==> src/rtl/comparator_32bit_d_if.sv <==
`default_nettype none
// ============================================================================
// Module   : comparator_32bit_d_if
// Brief    : Operand/result bundle for the registered magnitude comparator.
// Revision : 1.0 - initial release
// ============================================================================
interface comparator_32bit_d_if #(
    parameter int WIDTH = 32
);
    logic             in_valid;
    logic [WIDTH-1:0] a;
    logic [WIDTH-1:0] b;
    logic             greater;
    logic             less;
    logic             equal;
    logic             out_valid;

    modport master (
        output in_valid, a, b,
        input  greater, less, equal, out_valid
    );

    modport slave (
        input  in_valid, a, b,
        output greater, less, equal, out_valid
    );
endinterface
`default_nettype wire

==> src/rtl/comparator_32bit_d.sv <==
`default_nettype none
// ============================================================================
// Module   : comparator_32bit_d
// Brief    : Registered magnitude comparator; slice compare tree merged
//            MSB-first. Define COMPARATOR_SIGNED_EN for two's complement.
// Revision : 1.0 - initial release
// ============================================================================
module comparator_32bit_d #(
    parameter int WIDTH = 32,
    parameter int SLICE = 4
) (
    input  wire                  clk,
    input  wire                  rst,
    comparator_32bit_d_if.slave  bus
);
    localparam int c_nslice = WIDTH / SLICE;

    logic [c_nslice-1:0] w_gt;
    logic [c_nslice-1:0] w_eq;
    logic [c_nslice-1:0] w_cgt;
    logic [c_nslice-1:0] w_ceq;
    logic                w_gt_final;
    logic                w_eq_final;
    logic                w_lt_final;

    logic r_greater;
    logic r_less;
    logic r_equal;
    logic r_out_valid;

    generate
        for (genvar i = 0; i < c_nslice; i++) begin : g_slice
            assign w_gt[i] = bus.a[i*SLICE +: SLICE] >  bus.b[i*SLICE +: SLICE];
            assign w_eq[i] = bus.a[i*SLICE +: SLICE] == bus.b[i*SLICE +: SLICE];
        end
    endgenerate

    // Chain runs from the top slice down; index 0 holds the full-width result.
    assign w_cgt[c_nslice-1] = w_gt[c_nslice-1];
    assign w_ceq[c_nslice-1] = w_eq[c_nslice-1];

    generate
        for (genvar i = 0; i < c_nslice - 1; i++) begin : g_merge
            assign w_cgt[i] = w_cgt[i+1] | (w_ceq[i+1] & w_gt[i]);
            assign w_ceq[i] = w_ceq[i+1] & w_eq[i];
        end
    endgenerate

    assign w_eq_final = w_ceq[0];

`ifdef COMPARATOR_SIGNED_EN
    logic w_sign_diff;
    // Differing sign bits: the non-negative operand wins regardless of magnitude.
    assign w_sign_diff = bus.a[WIDTH-1] ^ bus.b[WIDTH-1];
    assign w_gt_final  = w_sign_diff ? ~bus.a[WIDTH-1] : w_cgt[0];
`else
    assign w_gt_final  = w_cgt[0];
`endif

    assign w_lt_final = ~w_gt_final & ~w_eq_final;

    always_ff @(posedge clk or posedge rst) begin
        if (rst) begin
            r_greater   <= 1'b0;
            r_less      <= 1'b0;
            r_equal     <= 1'b0;
            r_out_valid <= 1'b0;
        end else begin
            r_out_valid <= bus.in_valid;
            if (bus.in_valid) begin
                r_greater <= w_gt_final;
                r_less    <= w_lt_final;
                r_equal   <= w_eq_final;
            end
        end
    end

    assign bus.greater   = r_greater;
    assign bus.less      = r_less;
    assign bus.equal     = r_equal;
    assign bus.out_valid = r_out_valid;
endmodule
`default_nettype wire

==> src/flat_wrapper.sv <==
// flat-port wrapper written by rule: the top's interface ports become plain ports
module comparator_32bit_d_flat 
#(
    parameter int WIDTH = 32,
    parameter int SLICE = 4
)
  (clk, rst, bus_in_valid, bus_a, bus_b, bus_greater, bus_less, bus_equal, bus_out_valid);
  comparator_32bit_d_if #(.WIDTH(WIDTH)) bus_i ();
  input  wire clk;
  input  wire rst;
  input wire logic [$bits(bus_i.in_valid)-1:0] bus_in_valid;
  input wire logic [$bits(bus_i.a)-1:0] bus_a;
  input wire logic [$bits(bus_i.b)-1:0] bus_b;
  output wire logic [$bits(bus_i.greater)-1:0] bus_greater;
  output wire logic [$bits(bus_i.less)-1:0] bus_less;
  output wire logic [$bits(bus_i.equal)-1:0] bus_equal;
  output wire logic [$bits(bus_i.out_valid)-1:0] bus_out_valid;
  assign bus_i.in_valid = bus_in_valid;
  assign bus_i.a = bus_a;
  assign bus_i.b = bus_b;
  assign bus_greater = bus_i.greater;
  assign bus_less = bus_i.less;
  assign bus_equal = bus_i.equal;
  assign bus_out_valid = bus_i.out_valid;
  comparator_32bit_d #(.WIDTH(WIDTH), .SLICE(SLICE)) u_core (.clk(clk), .rst(rst), .bus(bus_i));
endmodule
==> config.mk <==
export PLATFORM = sky130hd
export DESIGN_NAME = comparator_32bit_d_flat
export DESIGN_NICKNAME = d
export VERILOG_FILES = /design/src/rtl/comparator_32bit_d_if.sv /design/src/rtl/comparator_32bit_d.sv /design/src/flat_wrapper.sv
export SDC_FILE = /design/constraint.sdc
export NUM_CORES = 1
export LEC_CHECK = 0
export ABC_AREA = 1
export CORE_AREA = 2 2 47 93
export CTS_BUF_LIST = sky130_fd_sc_hd__clkbuf_8 sky130_fd_sc_hd__clkbuf_16
export DETAILED_ROUTE_END_ITERATION = 16
export DIE_AREA = 0 0 49 95
export PLACE_DENSITY_LB_ADDON = 0.25
export SYNTH_ARGS = -nofsm -noshare
export SYNTH_HDL_FRONTEND = slang
export SYNTH_SLANG_ARGS = --single-unit
==> constraint.sdc <==
create_clock -name clk -period 0.8 [get_ports clk]
set_clock_uncertainty 0.2 [all_clocks]
set_input_delay 0.08 -clock clk [delete_from_list [all_inputs] [get_ports clk]]
set_output_delay 0.08 -clock clk [all_outputs]
set_load 0.02 [all_outputs]
Routing congestion:
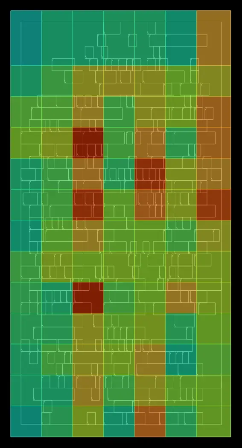
GRT met2 Usage: 28.2%
utilization of the core after routing: 58.7%

Selected gate families:
(4 px per µm)
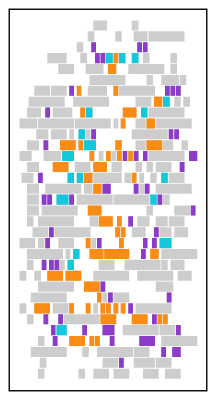
- purple: inverters (cells 56; most used inv_2; where all over the die)
- cyan: inverting AOI/OAI gates (cells 18; most used a21oi_1)
- orange: NAND gates (cells 50; most used nand2_1)

==> flow.log <==
[report] implementation figures
INFO  metric run_status = finished with violations
INFO  metric violations = negative hold slack, negative setup slack
INFO  metric chip_area = 4660 µm²
INFO  metric cp_data_arrival_time = 1.26 ns
INFO  metric ir_worst_vdd = 0.00105 V
INFO  metric rr_endpoint = u_core.bus.less
INFO  metric critical_path.endpoint_type = flip-flop
INFO  metric pwr_density_cell = 803 nW/µm²
INFO  metric layout-area-overhead-vs-synth = 106%
INFO  metric tightestPinTransition = 0.299 ns
INFO  metric htreeDepth = 1
INFO  metric largest_area_cell = sky130_fd_sc_hd__ha_1
INFO  metric wire_length_of_the_first_global_routing_pass = 5540 µm
INFO  metric timing.critical_path.max_delay_family = simple AND/OR/NAND/NOR gates
INFO  metric die-width = 49 µm
INFO  metric worst-r2r-setup-slack = -0.17 ns
INFO  metric layout.cells.most_common_list = 28 x sky130_fd_sc_hd__inv_2, 28 x sky130_fd_sc_hd__ha_4, 27 x sky130_fd_sc_hd__nand2_1
INFO  metric clock_insertion_delay_worst_skew = 0.22 ns
INFO  metric post-synth-top-count-cell = sky130_fd_sc_hd__inv_1
INFO  metric vias_in_the_first_global_route = 1,392
INFO  metric reg2reg_from = u_core.bus.less
INFO  metric worst_hold_slack = -0.155 ns
INFO  metric synth.ff_latch_count = 4
INFO  metric placeableCoreArea = 4010 µm²
INFO  metric ant_nets = 0
INFO  metric power.static_leakage = 1.21 nW
INFO  metric cp_cell_sequence = dlygate4sd2_1 -> ha_4 -> a21oi_2 -> o21ai_1 -> o21ai_1 -> nor2_2 -> nor2_2 -> nand2_1 -> nand2_1 -> nand2_1
INFO  metric drt_pre_antenna_iters = 4
INFO  metric first_iter_violations = 11
INFO  metric dominantRegCellSynth = sky130_fd_sc_hd__dfrtp_1
INFO  metric synth_cells = 181
INFO  metric detail_route.wirelength = 3330 µm
INFO  metric initCoreUtil = 28.4%
INFO  metric route.detailed.wl_per_inst = 10.7 µm
INFO  metric maxSlewViolCount = 0
INFO  metric drc = 0
INFO  metric gr-total-overflow = 0
INFO  metric postCtsSetupRepairBufs = 0
INFO  metric enable_flop_cells = 0
INFO  metric max_freq = 736 MHz
INFO  metric synth_top_area_share = 35.2%
INFO  metric setup_viol_count_final = 7
INFO  metric cp_slowest_stage_delay = 0.26 ns
INFO  metric number_of_diodes_added_for_antenna_fixing = 0
INFO  metric num-nets-final = 359
INFO  metric rsz0062_at_grt = true
INFO  metric synth.cell_area = 1140 µm²
INFO  metric max_cap_viol_count = 0
INFO  metric num_rows = 33
INFO  metric pin_count_of_the_biggest_net_entering_global_routing = 9
INFO  metric cp_num_buf_inv = 1
INFO  metric holdCritPathClass = primary input to async pin
INFO  metric setup.worst_path.class = primary input to flip-flop
INFO  metric hpwl = 2520 µm
INFO  metric routability_congestion_estimate_from_global_placement = 0.655
INFO  metric critPathSlowestCell = sky130_fd_sc_hd__dlygate4sd2_1
INFO  metric crit_end = u_core.bus.greater
INFO  metric fin_ws = -0.559 ns
INFO  metric count_of_warning_messages_emitted_by_the_tools = 31
INFO  metric final_hold_viol_count = 5
INFO  metric cts_resized = 272
INFO  metric setup.worst_path.start_class = primary input
INFO  metric synth_seq_share = 8.79%
INFO  metric yosys_warnings = 0
INFO  metric clk_root_buffer_cell = sky130_fd_sc_hd__clkbuf_8
INFO  metric layout-drive-gt1-share = 58.5%
INFO  metric synthesis.nets = 280
INFO  metric die_height = 95 µm
INFO  metric route.detailed.vias_per_inst = 4.35
INFO  metric finalClockPeriodUsage = 170%
INFO  metric yosys-stat-area = 1140 µm²
INFO  metric critical_path_cell_count = 10
INFO  metric worstPathMaxFanout = 2
INFO  metric mean_cell_area_of_the_mapped_netlist = 6.29 µm²
INFO  metric cp_data_required_time = 0.70 ns
INFO  metric buffer_ports.inserted = 70
INFO  metric post_synth_num_cell_types = 18
INFO  metric cpMostUsedCell = sky130_fd_sc_hd__nand2_1
INFO  metric finish.instance_area = 2350 µm²
INFO  metric grt_antenna_before_repair = 0
Cell classes on the final placement:
(4 px per µm) Fill, decap, tap and diode cells in gray.
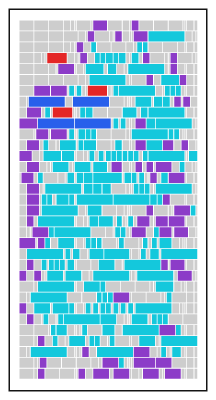
- blue: flip-flops (cells 4)
- red: cells driving clock nets (cells 3)
- purple: other buffers and delay cells (cells 74)
- cyan: all other logic (cells 177)

Met3 routing:
(6 px per µm)
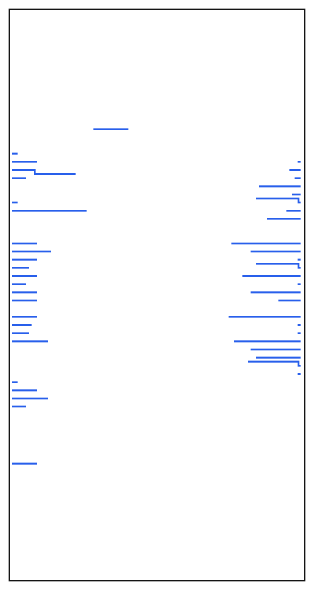
- share of all routed wire: 6.6%
- longest straight run: 12.2 µm

[worst register-to-register path, stage by stage (launching register included)]
cell and delay (ns):
sky130_fd_sc_hd__dfrtp_1 0.38, sky130_fd_sc_hd__inv_1 0.06, sky130_fd_sc_hd__nor2_1 0.04, sky130_fd_sc_hd__a21oi_2 0.11, sky130_fd_sc_hd__a21oi_1 0.05
[report_power, final]
group	internal, mW	switching (mW)	leakage, nW
Clock	0.321	0.107	0.0216
Combinational	0.647	0.571	1.14
Sequential	0.225	0.0159	0.0482
[routing by layer]
| metal | vias to the layer above | GRT usage (%) | part of all wire (%) |
|---|---|---|---|
| met5 | - | 0 | 0 |
| met4 | 0 | 2.38 | 0 |
| met3 | 0 | 3.01 | 6.6 |
| met2 | 49 | 28.2 | 56 |
| met1 | 590 | 16.0 | 37 |
| li1 | 708 | - | - |
[through the flow]
stage / TNS [ns] / power [mW]
CTS: -2.31 / 1.82
global route: -2.71 / 2.07
finish: -2.37 / 1.89
detailed placement: -5.46 / 1.24
floorplan: -1.50 / 0.747
global placement: -5.39 / 1.21
[registers in the layout (all words and copies together) (netlist names)]
signal                count
u_core.bus.greater        1
u_core.bus.equal          1
u_core.bus.less           1
u_core.bus.out_valid      1
[kinds of logic (layout without fill, tap and decap cells)]
family          after synthesis  count (layout)  share of synthesized area, %
compound gates               18              18                          8.13
fa+ha+maj                    32              32                          35.2
buf+inv                      56             133                          18.5
flops                         4               4                          8.79
simple gates                 71              71                          29.5
[layout make-up]
| cell class | instances | area (µm²) |
|---|---|---|
| sequential | 4 | 100 |
| timing repair buffer | 74 | 593 |
| fill | 398 | 1650 |
| inverter | 56 | 230 |
| clock buffer | 3 | 41.3 |
| tap | 52 | 65.1 |
| multi-input combinational | 121 | 1320 |
No activity file was given, so power comes from the tool's default toggle rates.
